Fig. 1: run 1, power grid
Scale bar: 100 um. Pins as bars on the die edge.
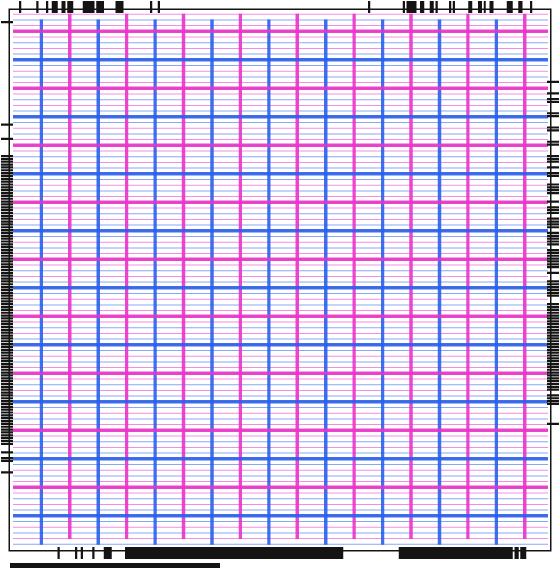
Fig. 2: run 1, placement by cell class
Scale bar: 100 um.
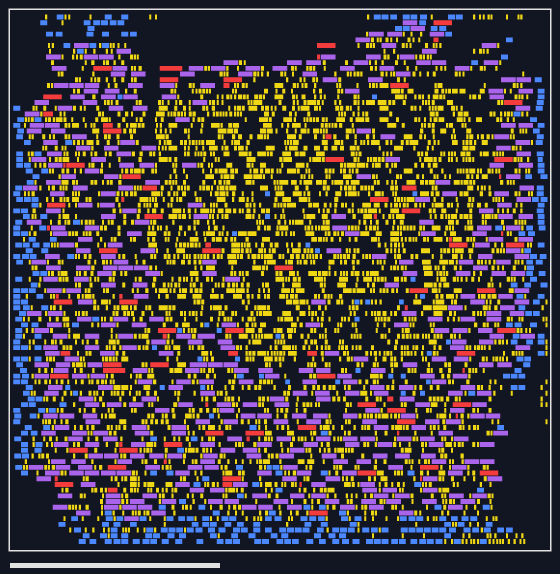
Fig. 3: run 1, routed clock nets over the placement
Scale bar: 100 um.
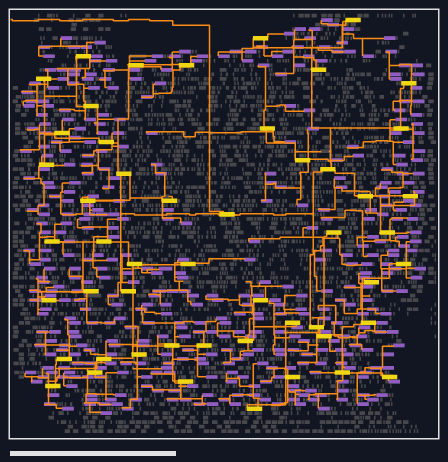
## src/rtl/argmax_pkg.sv

```systemverilog
// Shared types, defaults and sizing helper for the sequential top-2 argmax block.
package argmax_pkg;

  localparam int DEF_DATA_WIDTH  = 30;
  localparam int DEF_NUM_CLASSES = 10;
  localparam int DEF_LANES       = 2;

  typedef enum logic [1:0] {
    IDLE = 2'd0,
    SCAN = 2'd1,
    DONE = 2'd2
  } state_e;

  // Ceiling log2, never below 1 so every index field has at least one bit.
  function automatic int clog2(input int n);
    int r;
    r = 1;
    for (int i = 1; i < 31; i++) begin
      if ((1 << i) < n) r = i + 1;
    end
    return r;
  endfunction

endpackage

```

## src/rtl/argmax_top2_cmp.sv

```systemverilog
// Folds one candidate score into a running best/second pair (combinational).
module argmax_top2_cmp #(
  parameter int DW = 30,
  parameter int IW = 4
) (
  input  logic                 cand_en,
  input  logic signed [DW-1:0] cand_sc,
  input  logic        [IW-1:0] cand_idx,
  input  logic                 best_vld_i,
  input  logic signed [DW-1:0] best_sc_i,
  input  logic        [IW-1:0] best_idx_i,
  input  logic                 sec_vld_i,
  input  logic signed [DW-1:0] sec_sc_i,
  input  logic        [IW-1:0] sec_idx_i,
  output logic                 best_vld_o,
  output logic signed [DW-1:0] best_sc_o,
  output logic        [IW-1:0] best_idx_o,
  output logic                 sec_vld_o,
  output logic signed [DW-1:0] sec_sc_o,
  output logic        [IW-1:0] sec_idx_o
);

  // Valid flags let the first real candidates fill empty slots even when they
  // equal the most-negative seed value; strict compares keep ties on the lower index.
  always_comb begin
    best_vld_o = best_vld_i;
    best_sc_o  = best_sc_i;
    best_idx_o = best_idx_i;
    sec_vld_o  = sec_vld_i;
    sec_sc_o   = sec_sc_i;
    sec_idx_o  = sec_idx_i;
    if (cand_en) begin
      if (!best_vld_i || (cand_sc > best_sc_i)) begin
        best_vld_o = 1'b1;
        best_sc_o  = cand_sc;
        best_idx_o = cand_idx;
        sec_vld_o  = best_vld_i;
        sec_sc_o   = best_sc_i;
        sec_idx_o  = best_idx_i;
      end else if (!sec_vld_i || (cand_sc > sec_sc_i)) begin
        sec_vld_o = 1'b1;
        sec_sc_o  = cand_sc;
        sec_idx_o = cand_idx;
      end
    end
  end

endmodule

```

## src/rtl/argmax_seq_top2.sv

```systemverilog
// Sequential top-2 argmax: captures a score vector, scans LANES classes per cycle,
// then holds predict/runner_up/max_score/margin with ready until out_ack.
module argmax_seq_top2
  import argmax_pkg::*;
#(
  parameter int DATA_WIDTH  = DEF_DATA_WIDTH,
  parameter int NUM_CLASSES = DEF_NUM_CLASSES,
  parameter int LANES       = DEF_LANES
) (
  input  logic                              clk,
  input  logic                              rst,
  input  logic [DATA_WIDTH*NUM_CLASSES-1:0] layer_out,
  input  logic                              valid,
  output logic                              in_ready,
  output logic                              ready,
  input  logic                              out_ack,
  output logic [31:0]                       predict,
  output logic [31:0]                       runner_up,
  output logic [DATA_WIDTH-1:0]             max_score,
  output logic [DATA_WIDTH:0]               margin
);

  localparam int IW     = clog2(NUM_CLASSES);
  localparam int NCHUNK = (NUM_CLASSES + LANES - 1) / LANES;
  localparam int DEPTH  = NCHUNK * LANES;
  localparam int PIW    = clog2(DEPTH);
  localparam int CW     = clog2(NCHUNK + 1);
  localparam logic [DATA_WIDTH-1:0] MIN_SC = {1'b1, {(DATA_WIDTH-1){1'b0}}};

  state_e                           state_q, state_d;
  logic [DATA_WIDTH*NUM_CLASSES-1:0] vec_q, vec_d;
  logic [CW-1:0]                    chunk_q, chunk_d;
  logic                             best_vld_q, best_vld_d, sec_vld_q, sec_vld_d;
  logic signed [DATA_WIDTH-1:0]     best_sc_q, best_sc_d, sec_sc_q, sec_sc_d;
  logic [IW-1:0]                    best_idx_q, best_idx_d, sec_idx_q, sec_idx_d;
  logic [IW-1:0]                    pred_q, pred_d, run_q, run_d;
  logic [DATA_WIDTH-1:0]            max_q, max_d;
  logic [DATA_WIDTH:0]              margin_q, margin_d;
  logic                             in_ready_q, in_ready_d, ready_q, ready_d;

  // Scores padded out to a whole number of chunks; padding lanes are masked off.
  logic signed [DATA_WIDTH-1:0] sc_pad [DEPTH];

  always_comb begin
    sc_pad = '{default: '0};
    for (int k = 0; k < NUM_CLASSES; k++) begin
      sc_pad[k] = vec_q[k*DATA_WIDTH +: DATA_WIDTH];
    end
  end

  logic                         ch_best_vld [LANES+1];
  logic signed [DATA_WIDTH-1:0] ch_best_sc  [LANES+1];
  logic [IW-1:0]                ch_best_idx [LANES+1];
  logic                         ch_sec_vld  [LANES+1];
  logic signed [DATA_WIDTH-1:0] ch_sec_sc   [LANES+1];
  logic [IW-1:0]                ch_sec_idx  [LANES+1];

  assign ch_best_vld[0] = best_vld_q;
  assign ch_best_sc[0]  = best_sc_q;
  assign ch_best_idx[0] = best_idx_q;
  assign ch_sec_vld[0]  = sec_vld_q;
  assign ch_sec_sc[0]   = sec_sc_q;
  assign ch_sec_idx[0]  = sec_idx_q;

  for (genvar l = 0; l < LANES; l++) begin : g_lane
    logic [PIW-1:0] lane_idx;
    logic           lane_en;
    assign lane_idx = PIW'(int'(chunk_q) * LANES + l);
    assign lane_en  = (int'(lane_idx) < NUM_CLASSES);

    argmax_top2_cmp #(
      .DW (DATA_WIDTH),
      .IW (IW)
    ) u_cmp (
      .cand_en    (lane_en),
      .cand_sc    (sc_pad[lane_idx]),
      .cand_idx   (IW'(lane_idx)),
      .best_vld_i (ch_best_vld[l]),
      .best_sc_i  (ch_best_sc[l]),
      .best_idx_i (ch_best_idx[l]),
      .sec_vld_i  (ch_sec_vld[l]),
      .sec_sc_i   (ch_sec_sc[l]),
      .sec_idx_i  (ch_sec_idx[l]),
      .best_vld_o (ch_best_vld[l+1]),
      .best_sc_o  (ch_best_sc[l+1]),
      .best_idx_o (ch_best_idx[l+1]),
      .sec_vld_o  (ch_sec_vld[l+1]),
      .sec_sc_o   (ch_sec_sc[l+1]),
      .sec_idx_o  (ch_sec_idx[l+1])
    );
  end

  always_comb begin
    state_d    = state_q;
    vec_d      = vec_q;
    chunk_d    = chunk_q;
    best_vld_d = best_vld_q;
    best_sc_d  = best_sc_q;
    best_idx_d = best_idx_q;
    sec_vld_d  = sec_vld_q;
    sec_sc_d   = sec_sc_q;
    sec_idx_d  = sec_idx_q;
    pred_d     = pred_q;
    run_d      = run_q;
    max_d      = max_q;
    margin_d   = margin_q;
    case (state_q)
      IDLE: begin
        if (valid) begin
          vec_d      = layer_out;
          chunk_d    = '0;
          best_vld_d = 1'b0;
          best_sc_d  = MIN_SC;
          best_idx_d = '0;
          sec_vld_d  = 1'b0;
          sec_sc_d   = MIN_SC;
          sec_idx_d  = '0;
          state_d    = SCAN;
        end
      end
      SCAN: begin
        best_vld_d = ch_best_vld[LANES];
        best_sc_d  = ch_best_sc[LANES];
        best_idx_d = ch_best_idx[LANES];
        sec_vld_d  = ch_sec_vld[LANES];
        sec_sc_d   = ch_sec_sc[LANES];
        sec_idx_d  = ch_sec_idx[LANES];
        chunk_d    = chunk_q + 1'b1;
        if (chunk_q == CW'(NCHUNK - 1)) begin
          // Sign-extend both so the difference cannot wrap.
          pred_d   = ch_best_idx[LANES];
          run_d    = ch_sec_idx[LANES];
          max_d    = ch_best_sc[LANES];
          margin_d = {ch_best_sc[LANES][DATA_WIDTH-1], ch_best_sc[LANES]}
                   - {ch_sec_sc[LANES][DATA_WIDTH-1], ch_sec_sc[LANES]};
          state_d  = DONE;
        end
      end
      DONE: begin
        if (out_ack) state_d = IDLE;
      end
      default: state_d = IDLE;
    endcase
    in_ready_d = (state_d == IDLE);
    ready_d    = (state_d == DONE);
  end

  always_ff @(posedge clk) begin
    if (rst) begin
      state_q    <= IDLE;
      vec_q      <= '0;
      chunk_q    <= '0;
      best_vld_q <= 1'b0;
      best_sc_q  <= '0;
      best_idx_q <= '0;
      sec_vld_q  <= 1'b0;
      sec_sc_q   <= '0;
      sec_idx_q  <= '0;
      pred_q     <= '0;
      run_q      <= '0;
      max_q      <= '0;
      margin_q   <= '0;
      in_ready_q <= 1'b1;
      ready_q    <= 1'b0;
    end else begin
      state_q    <= state_d;
      vec_q      <= vec_d;
      chunk_q    <= chunk_d;
      best_vld_q <= best_vld_d;
      best_sc_q  <= best_sc_d;
      best_idx_q <= best_idx_d;
      sec_vld_q  <= sec_vld_d;
      sec_sc_q   <= sec_sc_d;
      sec_idx_q  <= sec_idx_d;
      pred_q     <= pred_d;
      run_q      <= run_d;
      max_q      <= max_d;
      margin_q   <= margin_d;
      in_ready_q <= in_ready_d;
      ready_q    <= ready_d;
    end
  end

  assign in_ready  = in_ready_q;
  assign ready     = ready_q;
  assign predict   = {{(32-IW){1'b0}}, pred_q};
  assign runner_up = {{(32-IW){1'b0}}, run_q};
  assign max_score = max_q;
  assign margin    = margin_q;

endmodule

```

## config.mk

```make
export PLATFORM = sky130hd
export DESIGN_NAME = argmax_seq_top2
export DESIGN_NICKNAME = d
export VERILOG_FILES = /design/src/rtl/argmax_pkg.sv /design/src/rtl/argmax_top2_cmp.sv /design/src/rtl/argmax_seq_top2.sv
export SDC_FILE = /design/constraint.sdc
export NUM_CORES = 1
export LEC_CHECK = 0
export ABC_AREA = 1
export CAP_MARGIN = 5
export CORE_UTILIZATION = 40
export DETAILED_ROUTE_END_ITERATION = 10
export PLACE_DENSITY_LB_ADDON = 0.15
export SKIP_LAST_GASP = 1
export SYNTH_ARGS = -nofsm -noshare
export SYNTH_HDL_FRONTEND = slang
export SYNTH_SLANG_ARGS = --single-unit
export TNS_END_PERCENT = 100
```

## constraint.sdc

```tcl
create_clock -name clk -period 14.4 [get_ports clk]
set_clock_uncertainty 0.1 [all_clocks]
set_input_delay 2.88 -clock clk [delete_from_list [all_inputs] [get_ports clk]]
set_output_delay 2.88 -clock clk [all_outputs]
set_load 0.03 [all_outputs]
```

==> summary.txt, run 1 <==
Status on the layout run. In this run the post-CTS setup repair buffer count came out at 0. Reported max-cap violation count landed at 0. The flow ran to the end, and the final reports show no timing, DRC or antenna violations.

Floorplan-stage core utilization landed at 40.5%. STA classifies the critical path endpoint as a flip-flop. Count of warning messages emitted by the tools landed at 37. DRC marker count from the first detailed-route iteration landed at 2633. In the routed design, unresolved DRC markers number 0. Per STA, the library cell used most along the worst path is sky130_fd_sc_hd__nand2_1. Final layout net count landed at 4624. Sequential fraction of design power landed at 28.0%. Overall routing resource usage landed at between 20 and 30%. Total routed wirelength landed at 94.4 mm.

For this run, the top clock speed supported by timing is ~94 MHz. Gates resized during post-CTS repair numbered 0. The top cell type by area accounts for 34.1% of the synthesized area. Worst slew margin relative to its limit landed at about 23%.

The commonest cells after synthesis are sky130_fd_sc_hd__nor2_1, sky130_fd_sc_hd__nand2_1, sky130_fd_sc_hd__dfxtp_1. Number of flops mapped to enable cells by yosys landed at 0. The register with the most flip-flops in the final layout is vec_q. The critical path endpoint has a required time of 14810 ps. Row generation in the floorplan step produced 93 rows. Once routing completed, OpenROAD measured the worst setup slack at around 3800 ps. Count of clock tree sinks landed at 446. Clock input transition at the sequential cells of the worst setup and hold paths landed at 60 ps. Dividing the detail-routed via count by the number of cells gives 5.25. 0 antenna diodes ended up in the layout.

The layout stage reports a final design area of 31600 um2. Placed cell area landed at 30000 um2. Yosys attributes the largest share of cell area to sky130_fd_sc_hd__dfxtp_1, sky130_fd_sc_hd__nor2_1, sky130_fd_sc_hd__nand2_1, sky130_fd_sc_hd__o21ai_0, sky130_fd_sc_hd__ha_1. The final layout report lists a filler cell count of around 6.8k.

Number of hold buffers added after cts landed at 0. The script computed a power per unit cell area of 157 nW/um2. Area of the mapped netlist landed at 26100 um2. Between the synthesized netlist and the finished layout, the area growth was recorded as 20.9%. The total overflow left after global routing is 0. Count of buffers inserted at the top-level ports landed at 374. Floorplan die area landed at 66400 um2. For this design, the slowest cell found on the critical path is sky130_fd_sc_hd__dfxtp_4. Overall power after layout landed at roughly 5.0 mW.

Looking at the cell usage after synthesis, the top flip-flop cell is sky130_fd_sc_hd__dfxtp_1. Per the CTS log, the buffer count on the longest clock path is 3. Final setup violation count landed at 0. Nets still carrying antenna violations after routing amount to 0.

By instance count, the leading cell after synthesis is sky130_fd_sc_hd__nor2_1. The number of cells reported by Yosys stat comes to 3960. Per the final timing report, the hold violations number 0. The clock tree synthesis step divided the H-tree into 2 levels. The most common logic cell in the final layout is sky130_fd_sc_hd__nor2_1. The congestion estimate from routability-driven global placement came to 0.951. Average cell area after synthesis landed at ~6.6 um2. Placement-stage worst setup slack landed at 3950 ps. The top cell types in the final layout, fill and taps aside, are sky130_fd_sc_hd__nor2_1, sky130_fd_sc_hd__nand2_1, sky130_fd_sc_hd__dfxtp_1. Global routing used 38.2% of the available met1 tracks. The most critical min-delay path falls under flip-flop to flip-flop.
-- Fig. 1 (at the start) --
VDD: marked magenta. VSS: marked blue.
The core has 93 rows. 431 signal pins sit on the boundary.
worst vdd ir: 0.104 mV
Die Span X: 258 um

-- Fig. 2 (at the start) --
clock drivers and dummy loads: marked red, cells 89. remaining buffers and delay cells: marked blue, cells 412. remaining logic cells: marked yellow, cells 3256. registers: marked purple, cells 446.

-- Fig. 3 (at the start) --
clock wires: marked orange, length 6420 um. flip-flops: marked purple, count 446. clock-net drivers: marked yellow, count 51.
Position of the flops: all over the die.
Late-Pin Clk Latency: 620 ps
part of the power in the clock network: 25.9%
clock network power: 1.28 mW

==> run 1: cells by family (layout without fill, tap and decap cells) <==
| kind of cell | Yosys count | count (layout) | synth area share [%] |
|---|---|---|---|
| other | 1 | 56 | 0.0143 |
| DFF | 446 | 446 | 34.1 |
| adders and majority gates | 153 | 153 | 7.35 |
| AOI/OAI and AO/OA | 904 | 904 | 19.5 |
| and+or+nand+nor | 1847 | 1847 | 28.4 |
| xor gates and xnor gates | 22 | 22 | 0.737 |
| buffers and inverters | 587 | 775 | 9.80 |
==> run 1: power groups by stage <==
stage	Combinational (mW)	Clock, mW	Sequential (mW)
2_1_floorplan	1.56	0	1.39
3_3_place_gp	2.25	0	1.42
3_5_place_dp	2.24	0	1.41
4_1_cts	2.25	1.31	1.39
5_1_grt	2.53	1.36	1.40
6_report	2.29	1.28	1.39
==> run 1: layout make-up <==
class                   count  share of cell area [%]
inverters                 274                    3.32
repair buffers            412                    12.7
clock inverters            23                   0.677
multi-input cells        2982                    47.2
well taps                 855                    3.38
flip-flops and latches    446                    28.3
clock buffers              66                    4.44
==> run 1: worst paths after layout <==
| check | slack [ps] | endpoint | cells after the start | startpoint |
|---|---|---|---|---|
| worst max-delay path | 3800 | margin[26] | 57 | chunk_q[0] |
| worst min register to register | 360 | sec_sc_q[25] | 2 | sec_sc_q[25] |
| worst max register to register | 3800 | margin[26] | 57 | chunk_q[0] |
| worst min-delay path | 360 | sec_sc_q[25] | 2 | sec_sc_q[25] |
==> run 1: metal layers <==
layer / vias to the layer above / routed length [um]
li1: 13300 / -
met5: - / 0
met3: 147 / 5960
met2: 945 / 42200
met4: 0 / 3320
met1: 12200 / 42900
Fig. 4: run 1, metal layers overlaid
Two of the layers only.
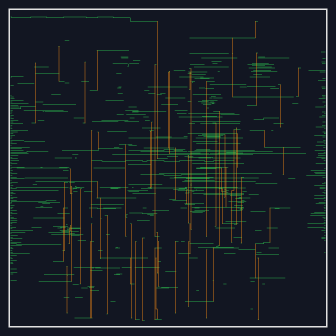

--- run 2 (diff from run 1) ---
==> constraint.sdc (replaced) <==
create_clock -name clk -period 9.3 [get_ports clk]
set_clock_uncertainty 0.1 [all_clocks]
set_input_delay 1.86 -clock clk [delete_from_list [all_inputs] [get_ports clk]]
set_output_delay 1.86 -clock clk [all_outputs]
set_load 0.03 [all_outputs]
Fig. 5: run 2, metal layers overlaid
Two of the layers only.
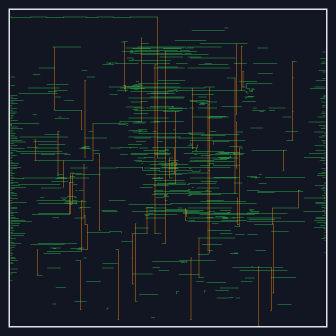
M3: marked green, wire length 7200 um. M4: marked orange, wire length 2340 um.

==> summary.txt, run 2 <==
Status on the layout run. Outcome: finished clean (unchanged). The cell type with the highest occurrence count on the critical path is sky130_fd_sc_hd__nand2_1 (unchanged). The critical hold path startpoint is sec_sc_q[23] (was sec_sc_q[25]). Share of cell area taken by flip-flops and latches landed at 28.0% (was 28.3%). Sequential cell count of the final layout landed at 446 (unchanged). CTS H-tree depth landed at 2 (unchanged).

The endpoint of the worst hold path is sec_sc_q[23] (was sec_sc_q[25]). The most common flop cell mapped by yosys was sky130_fd_sc_hd__dfxtp_1 (unchanged). The startpoint of the worst setup timing path was chunk_q[0] (unchanged). Count of buffers inserted at the top-level ports landed at 374 (unchanged). The number of flops mapped to enable cells by yosys is 0 (unchanged).

The fraction of area in multi-input gates was 46.7% (was 47.2%). The register containing the most flip-flops in the final layout is vec_q (unchanged). The number of fill cells in the layout was 6644 (was 6755).

The number of antenna repair diodes was 0 (unchanged). The cell kind with the greatest summed area was combinational gates (unchanged). The path type of the worst min-delay path is flip-flop to flip-flop (unchanged). The count of clock tree sinks is 446 (unchanged). The share of final layout cell area taken by clock buffers and inverters is 5.27% (was 5.11%). Number of nets with antenna violations after routing landed at 0 (unchanged).

The weighted congestion at the end of routability-driven global placement came to 0.983 (was 0.951). The capture point of the worst path is margin[22] (was margin[26]). The post-route cell area was 31900 um2 (was 31600 um2).

Final setup violation count landed at 0 (unchanged). The beginning of the worst register-to-register path is chunk_q[0] (unchanged). The area overhead of the layout relative to synthesis was 22.1% (was 20.9%). The count of non-CTS buffers in the layout is 434 (was 412). The clock input transition at the sequential cells of the worst setup and hold paths came to 70 ps (was 60 ps). Sequential fraction of design power landed at 27.7% (was 28.0%). Most frequent logic cells in the routed design: sky130_fd_sc_hd__nor2_1, sky130_fd_sc_hd__nand2_1, sky130_fd_sc_hd__dfxtp_1 (unchanged).

The required time at the worst-slack endpoint was 9680 ps (was 14810 ps). The placed cell area is 30200 um2 (was 30000 um2). The most frequent standard cell in the layout excluding fill and tap cells is sky130_fd_sc_hd__nor2_1 (unchanged). Clock latency on the worst-skew pair landed at 610 ps (was 620 ps). Average cell area after synthesis landed at 6.60 um2 (unchanged). Post-synth area hogs: sky130_fd_sc_hd__dfxtp_1, sky130_fd_sc_hd__nor2_1, sky130_fd_sc_hd__nand2_1, sky130_fd_sc_hd__o21ai_0, sky130_fd_sc_hd__ha_1 (unchanged).

Clock buffer count landed at 77 (was 66). The worst slew margin relative to its limit is 14.1% (was 23.2%). The cell with the most instances after synthesis is sky130_fd_sc_hd__nor2_1 (unchanged).

The hold violation total from the final report was 0 (unchanged). The cell with the largest stage delay on the worst path is sky130_fd_sc_hd__o21ai_1 (was sky130_fd_sc_hd__dfxtp_4).
run 2: layer usage:
layer	wire length [um]	global-route usage, %	part of all wire, %
met5	12	0	0.012
met3	7200	3.97	7.4
met1	44700	40.6	46
met4	2340	7.38	2.4
met2	43500	45.6	45
run 2: worst max-delay path: cells and delay by family (launching register included):
family / cells / cell delay [ps]
DFF: 1 / 370
buffers and inverters: 6 / 1360
AOI/OAI and AO/OA: 12 / 2620
xor gates and xnor gates: 1 / 150
adders and majority gates: 3 / 1120
and+or+nand+nor: 32 / 2670
run 2: stage by stage:
step | setup slack, ps | utilization, %
after CTS | 732 | 49.4
after global routing | 126 | 49.4
final | 741 | 49.4
after global placement | 698 | 46.8
after detailed placement | 765 | 46.8
after floorplan | 2490 | -
run 2: cells by family (layout without fill, tap and decap cells):
| group | Yosys count | after routing | synth area share [%] |
|---|---|---|---|
| DFF | 446 | 446 | 34.1 |
| other | 1 | 56 | 0.0143 |
| buffers and inverters | 587 | 799 | 9.80 |
| adders and majority gates | 153 | 153 | 7.35 |
| xor gates and xnor gates | 22 | 22 | 0.737 |
| and+or+nand+nor | 1847 | 1847 | 28.4 |
| AOI/OAI and AO/OA | 904 | 904 | 19.5 |
run 2: power groups by stage:
stage / Clock [mW] / Combinational, mW / Sequential [mW]
detailed placement: 0 / 3.54 / 2.20
global route: 2.13 / 3.97 / 2.17
finish: 2.02 / 3.62 / 2.16
CTS: 2.06 / 3.55 / 2.16
floorplan: 0 / 2.41 / 2.15
global placement: 0 / 3.55 / 2.20
run 2: repair_timing:
item / CTS / global route
setup endpoints to repair: 0 / 5
hold buffers: 0 / 0
gates resized: 0 / 3
Power figures rest on the tool's default switching activity, not on a simulated workload.
